[config.mk]
export PLATFORM = sky130hd
export DESIGN_NAME = rv_alu
export DESIGN_NICKNAME = d
export VERILOG_FILES = /design/src/rtl/rv_alu.sv
export SDC_FILE = /design/constraint.sdc
export NUM_CORES = 1
export LEC_CHECK = 0
export ABC_AREA = 1
export CAP_MARGIN = 5
export CELL_PAD_IN_SITES_DETAIL_PLACEMENT = 1
export CELL_PAD_IN_SITES_GLOBAL_PLACEMENT = 2
export CORE_ASPECT_RATIO = 0.5
export CORE_MARGIN = 2
export CORE_UTILIZATION = 30
export CTS_BUF_LIST = sky130_fd_sc_hd__clkbuf_2
export CTS_CLUSTER_DIAMETER = 150
export DETAILED_ROUTE_END_ITERATION = 6
export PLACE_DENSITY = 0.86
export RECOVER_POWER = 25
export SYNTH_ARGS = -nofsm -noshare
export SYNTH_HDL_FRONTEND = slang
export SYNTH_SLANG_ARGS = --single-unit
[constraint.sdc]
create_clock -name clk -period 4.1 [get_ports clk]
set_input_delay 1.23 -clock clk [delete_from_list [all_inputs] [get_ports clk]]
set_output_delay 1.23 -clock clk [all_outputs]
set_load 0.01 [all_outputs]
[src/rtl/rv_alu.sv]
// Registered RISC-V execute-stage integer ALU: one accepted operation per cycle,
// result, zero flag and illegal-opcode flag appear one clock after acceptance.
module rv_alu #(
  parameter int WIDTH = 32,
  parameter int SHW   = $clog2(WIDTH)
) (
  input  logic             clk,
  input  logic             rst_n,
  input  logic             in_valid,
  input  logic [WIDTH-1:0] op1,
  input  logic [WIDTH-1:0] op2,
  input  logic [3:0]       alu_op,
  output logic [WIDTH-1:0] result,
  output logic             zero,
  output logic             out_valid,
  output logic             illegal_op
);

  localparam logic [3:0] OP_AND  = 4'b0000;
  localparam logic [3:0] OP_OR   = 4'b0001;
  localparam logic [3:0] OP_ADD  = 4'b0010;
  localparam logic [3:0] OP_SLT  = 4'b0100;
  localparam logic [3:0] OP_XOR  = 4'b0101;
  localparam logic [3:0] OP_SUB  = 4'b0110;
  localparam logic [3:0] OP_SLTU = 4'b0111;
  localparam logic [3:0] OP_SRL  = 4'b1000;
  localparam logic [3:0] OP_SLL  = 4'b1001;
  localparam logic [3:0] OP_SRA  = 4'b1010;

  function automatic logic lt_signed(input logic signed [WIDTH-1:0] a,
                                     input logic signed [WIDTH-1:0] b);
    return a < b;
  endfunction

  function automatic logic lt_unsigned(input logic [WIDTH-1:0] a,
                                       input logic [WIDTH-1:0] b);
    return a < b;
  endfunction

  logic signed [WIDTH-1:0] op1_s;
  logic        [SHW-1:0]   shamt;
  logic        [WIDTH-1:0] result_d, result_q;
  logic                    illegal_d, illegal_q;
  logic                    zero_q, vld_q;

  assign op1_s = op1;
  assign shamt = op2[SHW-1:0];

  always_comb begin
    result_d  = '0;
    illegal_d = 1'b0;
    case (alu_op)
      OP_AND:  result_d = op1 & op2;
      OP_OR:   result_d = op1 | op2;
      OP_XOR:  result_d = op1 ^ op2;
      OP_ADD:  result_d = op1 + op2;
      OP_SUB:  result_d = op1 - op2;
      OP_SLT:  result_d = {{(WIDTH-1){1'b0}}, lt_signed(op1, op2)};
      OP_SLTU: result_d = {{(WIDTH-1){1'b0}}, lt_unsigned(op1, op2)};
      OP_SRL:  result_d = op1 >> shamt;
      OP_SLL:  result_d = op1 << shamt;
      OP_SRA:  result_d = op1_s >>> shamt;
      default: illegal_d = 1'b1;
    endcase
  end

  // Execute register stage: outputs hold until the next accepted operation
  always_ff @(posedge clk) begin
    if (!rst_n) begin
      result_q  <= '0;
      zero_q    <= 1'b1;
      illegal_q <= 1'b0;
      vld_q     <= 1'b0;
    end else begin
      vld_q <= in_valid;
      if (in_valid) begin
        result_q  <= result_d;
        zero_q    <= (result_d == '0);
        illegal_q <= illegal_d;
      end
    end
  end

  assign result     = result_q;
  assign zero       = zero_q;
  assign out_valid  = vld_q;
  assign illegal_op = illegal_q;

endmodule

### Routing congestion map, run 1

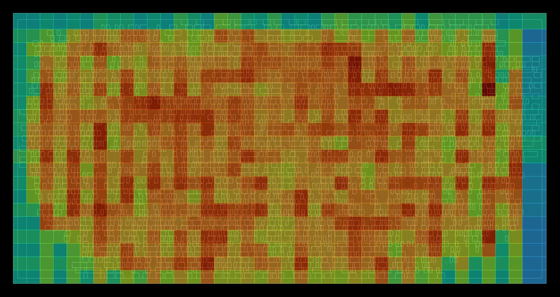
final core utilization: 43.47%
GRT Max-Usage Layer: met1

### Signal wires on met3, run 1

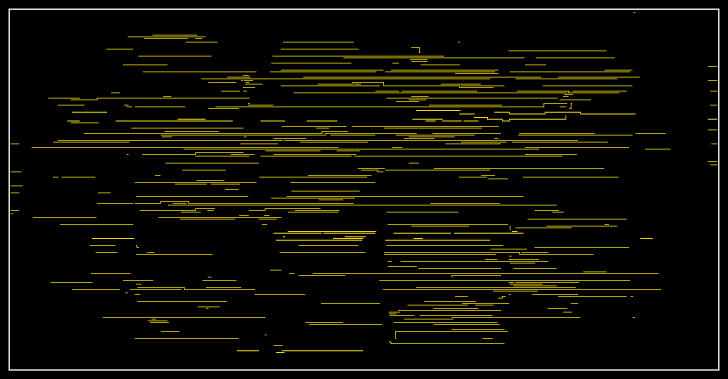
main direction = horizontal
longest straight run = 150 um
wire length on this layer = 7240 um
share of all routed wire = 11%
GRT met3 Usage: 6.540%
drt total wl: 68680 um
vias: 16860

==> flow_summary.yaml, run 1 <==
# implementation run metrics
grt:
  grtUsageTotal_pct: 35.38
  antenna_found_initial: 2
  grt.overflow.total: 0
power:
  p_sw_share_pct: 52.38
  power_frac_clock_pct: 9.2
  leakage_uw: 0.008460
synth:
  ys_seq_share_pct: 6.382
  yosys_cells: 2157
  synth.cellmix.simpleShare_pct: 54.82
  ys_warn_count: 0
flow_run:
  openroad.warnings: 95
clock_network:
  clock_latency_ns: 0.43
floorplanning:
  dieWidth_um: 274.5
min_path:
  min_path_cells: 2
final_layout:
  clock_buffer_count: 5
  instances_no_fill: 3091
  dominant_cells: "logic gates"
  buffers: 538
  sh_seq_area_pct: 4.479
outcome:
  outcome: "finished clean"
detailed_routing:
  highest_layer: "met4"
### Metal 2, run 1

Bar = 100 um.
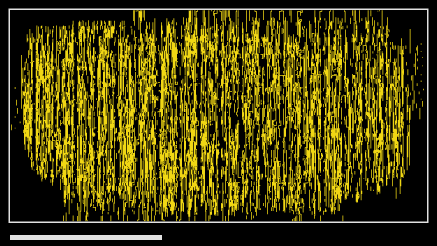
share of all routed wire = 40%
wire length on this layer = 27.6 mm
GR met2 Demand/Resource: 51.46%

### I/O nets highlighted, run 1

Bar = 100 um.
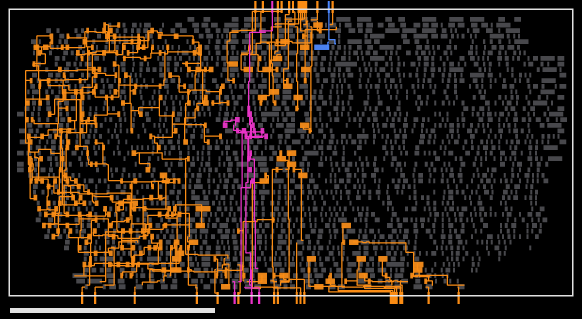
op2 -> orange  # bits 32, direction input, edge 19 bottom, 13 top, end cells 305, buffers 49, wire 4300 um
alu_op -> magenta  # bits 4, direction input, edge 3 bottom, 1 top, end cells 17, buffers 5, wire 409 um
out_valid -> blue  # bits 1, direction output, edge top, end cells 1, buffers 1, wire 23.7 um
Port Buffers: 105
I/O Pins: 106

## Run 2: what changed since run 1
==> constraint.sdc (replaced) <==
create_clock -name clk -period 4.1 [get_ports clk]
set_input_delay 1.23 -clock clk [delete_from_list [all_inputs] [get_ports clk]]
set_output_delay 1.23 -clock clk [all_outputs]
set_load 0.005 [all_outputs]
### Metal 2, run 2

Bar = 100 um.
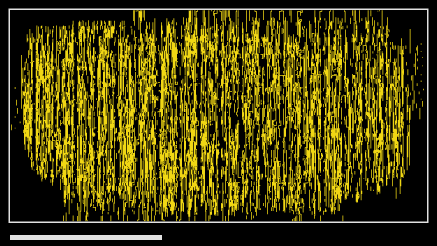
longest straight run = 72.8 um
share of all routed wire = 40%
nets with wire on the layer = 2366
main direction = vertical
wire length on this layer = 27.6 mm

### Selected gate families, run 2

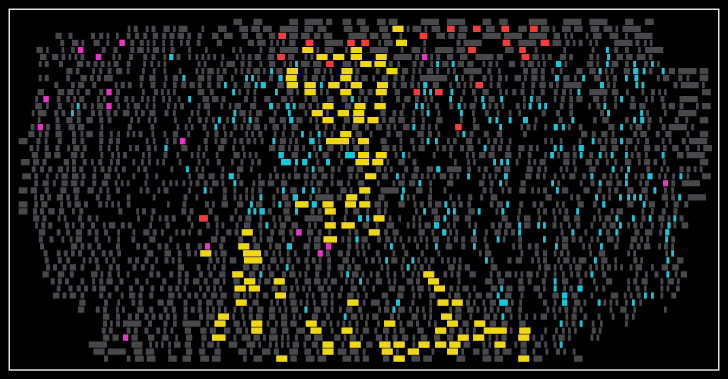
and/or cells -> magenta  # cells 15
fa/ha/maj cells -> yellow  # cells 103
nor cells -> cyan  # cells 229
non-inverting ao/oa cells -> red  # cells 21

==> flow_summary.yaml, run 2 <==
# implementation run metrics
detailed_routing:
  highest_layer: "met4"
  vias: 16860
  wl_um: 68680
final_layout:
  clock_buffer_count: 5
  sh_seq_area_pct: 4.479
  buffers: 538
  instances_no_fill: 3091
synth:
  synth.cellmix.simpleShare_pct: 54.82
  yosys_cells: 2157
  ys_warn_count: 0
  ys_seq_share_pct: 6.382
flow_run:
  openroad.warnings: 95
grt:
  antenna_found_initial: 2
  grtUsageTotal_pct: 35.38
  grt_busiest_layer: "met1"
  grt.overflow.total: 0
floorplanning:
  ios: 106
  dieWidth_um: 274.5
outcome:
  outcome: "finished clean"
power:
  power_frac_clock_pct: 9.2
  leakage_uw: 0.008460
Power figures rest on the tool's default switching activity, not on a simulated workload.
